clock_map.png
Scale bar: 20 um.
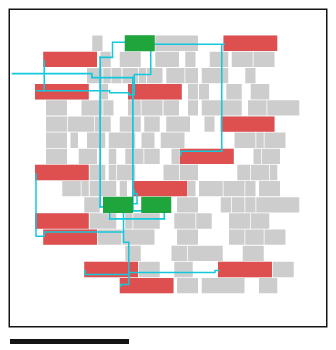
registers.png
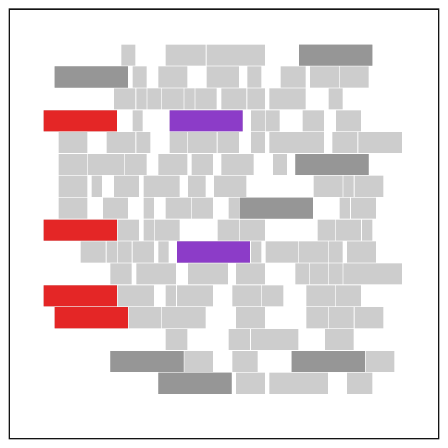
met3.png
Scale bar: 20 um.
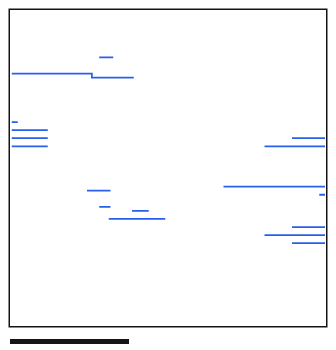
final_placement.png
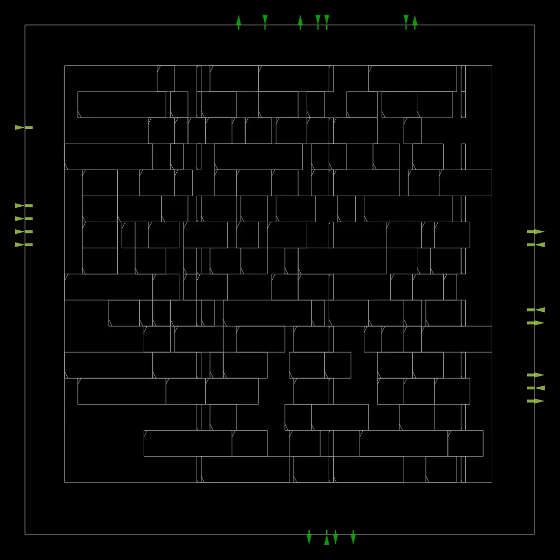
metal_stack.png
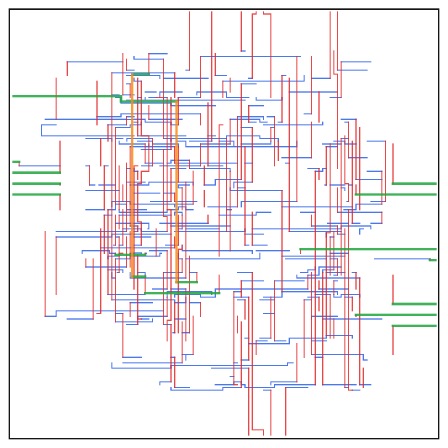
==> src/rtl/tff_count_ctrl_pkg.sv <==
// Shared types for the T flip-flop step counter controller: FSM state
// encoding and count-direction constants.
package tff_ctrl_pkg;

    typedef enum logic [1:0] {
        IDLE = 2'd0,
        RUN  = 2'd1,
        DONE = 2'd2
    } ctrl_state_e;

    localparam logic DIR_UP   = 1'b1;
    localparam logic DIR_DOWN = 1'b0;

endpackage

==> src/rtl/tff_count_ctrl_if.sv <==
// Request/status bundle of tff_count_ctrl. The pause wire exists only when
// TFF_CTRL_PAUSE_EN is defined.
interface tff_count_ctrl_if #(
    parameter int WIDTH = 4
);
    logic             start;
    logic             dir;
    logic [WIDTH-1:0] steps;
    logic             load;
    logic [WIDTH-1:0] load_val;
`ifdef TFF_CTRL_PAUSE_EN
    logic             pause;
`endif
    logic [WIDTH-1:0] toggle;
    logic [WIDTH-1:0] q;
    logic             busy;
    logic             done;

    modport master (
        output start, dir, steps, load, load_val,
`ifdef TFF_CTRL_PAUSE_EN
        output pause,
`endif
        input  toggle, q, busy, done
    );

    modport slave (
        input  start, dir, steps, load, load_val,
`ifdef TFF_CTRL_PAUSE_EN
        input  pause,
`endif
        output toggle, q, busy, done
    );
endinterface

==> src/rtl/tff_count_ctrl_bank.sv <==
// Bank of WIDTH T flip-flops sharing one clock and an active-low async reset;
// each bit inverts on the rising edge when its toggle bit is set.
module tff_bank #(
    parameter int WIDTH = 4
) (
    input  logic             clk,
    input  logic             rst,
    input  logic [WIDTH-1:0] toggle,
    output logic [WIDTH-1:0] q
);

    // T flip-flop update for every bit of the bank
    always_ff @(posedge clk or negedge rst) begin
        if (!rst) begin
            q <= {WIDTH{1'b0}};
        end else begin
            q <= q ^ toggle;
        end
    end

endmodule

==> src/rtl/tff_count_ctrl.sv <==
// Start/busy/done controller that drives a tff_bank as an up/down step
// counter with parallel load. Optional run pause: TFF_CTRL_PAUSE_EN.
module tff_count_ctrl
    import tff_ctrl_pkg::*;
#(
    parameter int WIDTH = 4
) (
    input  logic                clk,
    input  logic                rst,
    tff_count_ctrl_if.slave     bus
);

    localparam logic [WIDTH-1:0] ZERO_C = {WIDTH{1'b0}};
    localparam logic [WIDTH-1:0] ONE_C  = {{(WIDTH-1){1'b0}}, 1'b1};

    ctrl_state_e      state_r;
    logic             dir_r;
    logic [WIDTH-1:0] remaining_r;
    logic             busy_r;
    logic             done_r;
    logic [WIDTH-1:0] toggle_s;
    logic [WIDTH-1:0] q_s;
    logic             pause_s;

`ifdef TFF_CTRL_PAUSE_EN
    assign pause_s = bus.pause;
`else
    assign pause_s = 1'b0;
`endif

    // Toggle vector: XOR-load in IDLE, ripple carry/borrow chain in RUN
    always_comb begin
        logic carry_v;
        toggle_s = ZERO_C;
        carry_v  = 1'b1;
        case (state_r)
            IDLE: begin
                if (bus.load) begin
                    toggle_s = q_s ^ bus.load_val;
                end else begin
                    toggle_s = ZERO_C;
                end
            end
            RUN: begin
                if (pause_s) begin
                    toggle_s = ZERO_C;
                end else begin
                    // a bit flips when every lower bit is 1 (up) or 0 (down)
                    for (int i = 0; i < WIDTH; i++) begin
                        toggle_s[i] = carry_v;
                        if (dir_r == DIR_UP) begin
                            carry_v = carry_v & q_s[i];
                        end else begin
                            carry_v = carry_v & ~q_s[i];
                        end
                    end
                end
            end
            DONE: begin
                toggle_s = ZERO_C;
            end
            default: begin
                toggle_s = ZERO_C;
            end
        endcase
    end

    // Run sequencer with registered busy/done status
    always_ff @(posedge clk or negedge rst) begin
        if (!rst) begin
            state_r     <= IDLE;
            dir_r       <= DIR_DOWN;
            remaining_r <= ZERO_C;
            busy_r      <= 1'b0;
            done_r      <= 1'b0;
        end else begin
            case (state_r)
                IDLE: begin
                    if (bus.load) begin
                        state_r <= IDLE;
                    end else if (bus.start) begin
                        dir_r       <= bus.dir;
                        remaining_r <= bus.steps;
                        if (bus.steps != ZERO_C) begin
                            state_r <= RUN;
                            busy_r  <= 1'b1;
                        end else begin
                            state_r <= DONE;
                            done_r  <= 1'b1;
                        end
                    end else begin
                        state_r <= IDLE;
                    end
                end
                RUN: begin
                    if (pause_s) begin
                        state_r <= RUN;
                    end else begin
                        remaining_r <= remaining_r - ONE_C;
                        if (remaining_r == ONE_C) begin
                            state_r <= DONE;
                            busy_r  <= 1'b0;
                            done_r  <= 1'b1;
                        end else begin
                            state_r <= RUN;
                        end
                    end
                end
                DONE: begin
                    state_r <= IDLE;
                    done_r  <= 1'b0;
                end
                default: begin
                    state_r <= IDLE;
                    busy_r  <= 1'b0;
                    done_r  <= 1'b0;
                end
            endcase
        end
    end

    tff_bank #(
        .WIDTH (WIDTH)
    ) u_bank (
        .clk    (clk),
        .rst    (rst),
        .toggle (toggle_s),
        .q      (q_s)
    );

    assign bus.toggle = toggle_s;
    assign bus.q      = q_s;
    assign bus.busy   = busy_r;
    assign bus.done   = done_r;

endmodule
==> src/flat_wrapper.sv <==
// flat-port wrapper written by rule: the top's interface ports become plain ports
module tff_count_ctrl_flat import tff_ctrl_pkg::*;
#(
    parameter int WIDTH = 4
)
  (clk, rst, bus_start, bus_dir, bus_steps, bus_load, bus_load_val, bus_toggle, bus_q, bus_busy, bus_done);
  tff_count_ctrl_if #(.WIDTH(WIDTH)) bus_i ();
  input  logic clk;
  input  logic rst;
  input wire logic [$bits(bus_i.start)-1:0] bus_start;
  input wire logic [$bits(bus_i.dir)-1:0] bus_dir;
  input wire logic [$bits(bus_i.steps)-1:0] bus_steps;
  input wire logic [$bits(bus_i.load)-1:0] bus_load;
  input wire logic [$bits(bus_i.load_val)-1:0] bus_load_val;
  output wire logic [$bits(bus_i.toggle)-1:0] bus_toggle;
  output wire logic [$bits(bus_i.q)-1:0] bus_q;
  output wire logic [$bits(bus_i.busy)-1:0] bus_busy;
  output wire logic [$bits(bus_i.done)-1:0] bus_done;
  assign bus_i.start = bus_start;
  assign bus_i.dir = bus_dir;
  assign bus_i.steps = bus_steps;
  assign bus_i.load = bus_load;
  assign bus_i.load_val = bus_load_val;
  assign bus_toggle = bus_i.toggle;
  assign bus_q = bus_i.q;
  assign bus_busy = bus_i.busy;
  assign bus_done = bus_i.done;
  tff_count_ctrl #(.WIDTH(WIDTH)) u_core (.clk(clk), .rst(rst), .bus(bus_i));
endmodule
==> config.mk <==
export PLATFORM = sky130hd
export DESIGN_NAME = tff_count_ctrl_flat
export DESIGN_NICKNAME = d
export VERILOG_FILES = /design/src/rtl/tff_count_ctrl_pkg.sv /design/src/rtl/tff_count_ctrl_if.sv /design/src/rtl/tff_count_ctrl_bank.sv /design/src/rtl/tff_count_ctrl.sv /design/src/flat_wrapper.sv
export SDC_FILE = /design/constraint.sdc
export NUM_CORES = 1
export LEC_CHECK = 0
export CAP_MARGIN = 10
export CORE_MARGIN = 4
export CORE_UTILIZATION = 45
export CTS_BUF_LIST = sky130_fd_sc_hd__clkbuf_8 sky130_fd_sc_hd__clkbuf_16
export DETAILED_ROUTE_END_ITERATION = 10
export GPL_TIMING_DRIVEN = 0
export PLACE_DENSITY = 0.74
export SLEW_MARGIN = 20
export SYNTH_ARGS = -nofsm -noshare
export SYNTH_HDL_FRONTEND = slang
export SYNTH_SLANG_ARGS = --single-unit
==> constraint.sdc <==
create_clock -name clk -period 3 [get_ports clk]
set_clock_uncertainty 0.1 [all_clocks]
set_input_delay 0.9 -clock clk [delete_from_list [all_inputs] [get_ports clk]]
set_output_delay 0.9 -clock clk [all_outputs]
set_load 0.1 [all_outputs]
==> results_slide.txt <==
Key Metrics from the Run

Run status
  • Outcome: finished clean

Layout
  • Layout area overhead: 40.1%
  • Ant. Diodes: 0
  • Bufs w/o clock: 27
  • Logic area: 573 um^2
  • Non-clock buffer share: 22.1%
  • Multi-input gates: 70

Min path
  • Hold_sp: u_core.bus.busy$_DFFE_PN0P_
  • Worst min-delay path category: reg -> reg

Critical path
  • Reg2Reg Launch Point: u_core.remaining_r[1]$_DFFE_PN0P_
  • Buffers & Inverters on Critical Path: 2

Yosys
  • Top-count cell post-synth: dfrtp_1
  • Post-synth EDFFs: 0
  • Registers, synthesis: 13
  • Area leader share: 35.4%
  • YS chip area: 920 um^2
  • Floorplan net count: 109
  • Cell count listed in synth_stat.txt: 94

Final timing
  • Worst hold slack: 433 ps
  • RSZ-0062 raised after global routing: no
  • Peak Freq: 344 MHz
  • Final period util: 96.9%

Route
  • Post-Route WL: 2.20 mm

Place
  • Placed Area: 1190 um^2
Back to the opening pictures, clock_map.png:
cells driving clock nets -> green  # count 3
clock wires -> cyan  # length 239 um
flip-flops -> red  # count 13
routed clock nets = 4

Back to the opening pictures, registers.png:
u_core.state_r -> purple  # placed flops 2
u_core.remaining_r -> red  # placed flops 4
not colored = 7

Back to the opening pictures, met3.png:
nets with wire on the layer = 14
share of all routed wire = 5.1%
wire length on this layer = 111 um
met3 usage: 3.66%
vias: 827

Back to the opening pictures, final_placement.png:
Seq area share: 25.2%
n_taps: 27

Back to the opening pictures, metal_stack.png:
met1 -> blue  # wire length 950 um
met4 -> orange  # wire length 47.6 um
met3 -> green  # wire length 111 um
met2 -> red  # wire length 1090 um

[sequential cells by signal (all words and copies together), names as in the netlist]
register            count
u_core.bus.busy         1
u_core.bus.done         1
u_core.dir_r            1
u_core.remaining_r      4
u_core.state_r          2
u_core.u_bank.q         4
[worst register-to-register path, stage by stage, from the launching register on]
cell	delay, ps
dfrtp_1	390
inv_1	110
ha_1	170
or3b_4	390
a211oi_2	240
a2bb2oi_2	150
[cells by family (layout without fill, tap and decap cells)]
group | after synthesis | count (layout) | synth area share, %
AND-OR/OR-AND | 29 | 29 | 23.7
flip-flops | 13 | 13 | 35.4
buffers and inverters | 11 | 38 | 5.58
XOR/XNOR | 5 | 5 | 4.76
AND/OR/NAND/NOR | 28 | 28 | 21.2
multiplexers | 6 | 6 | 6.67
adder cells (fa/ha/maj) | 2 | 2 | 2.72
[layer usage]
metal / vias to the layer above / global-route usage, % / part of all wire [%]
li1: 405 / - / -
met1: 399 / 21.9 / 43
met2: 19 / 30.8 / 50
met3: 4 / 3.66 / 5.1
met4: 0 / 10.2 / 2.1
met5: - / 0 / 0
[how the worst max path moves through the flow]
stage,startpoint,endpoint
finish,bus_load,bus_toggle[1]
global route,u_core.u_bank.q[1]$_DFF_PN0_,bus_q[1]
CTS,bus_load,bus_toggle[2]
detailed placement,bus_load,bus_toggle[2]
global placement,bus_load,bus_toggle[3]
floorplan,bus_load,bus_toggle[1]
[timing repair]
| action | CTS | global route |
|---|---|---|
| resized | 36 | 7 |
| endpoints found under the setup margin | 4 | 4 |
| setup buffers | 0 | 1 |
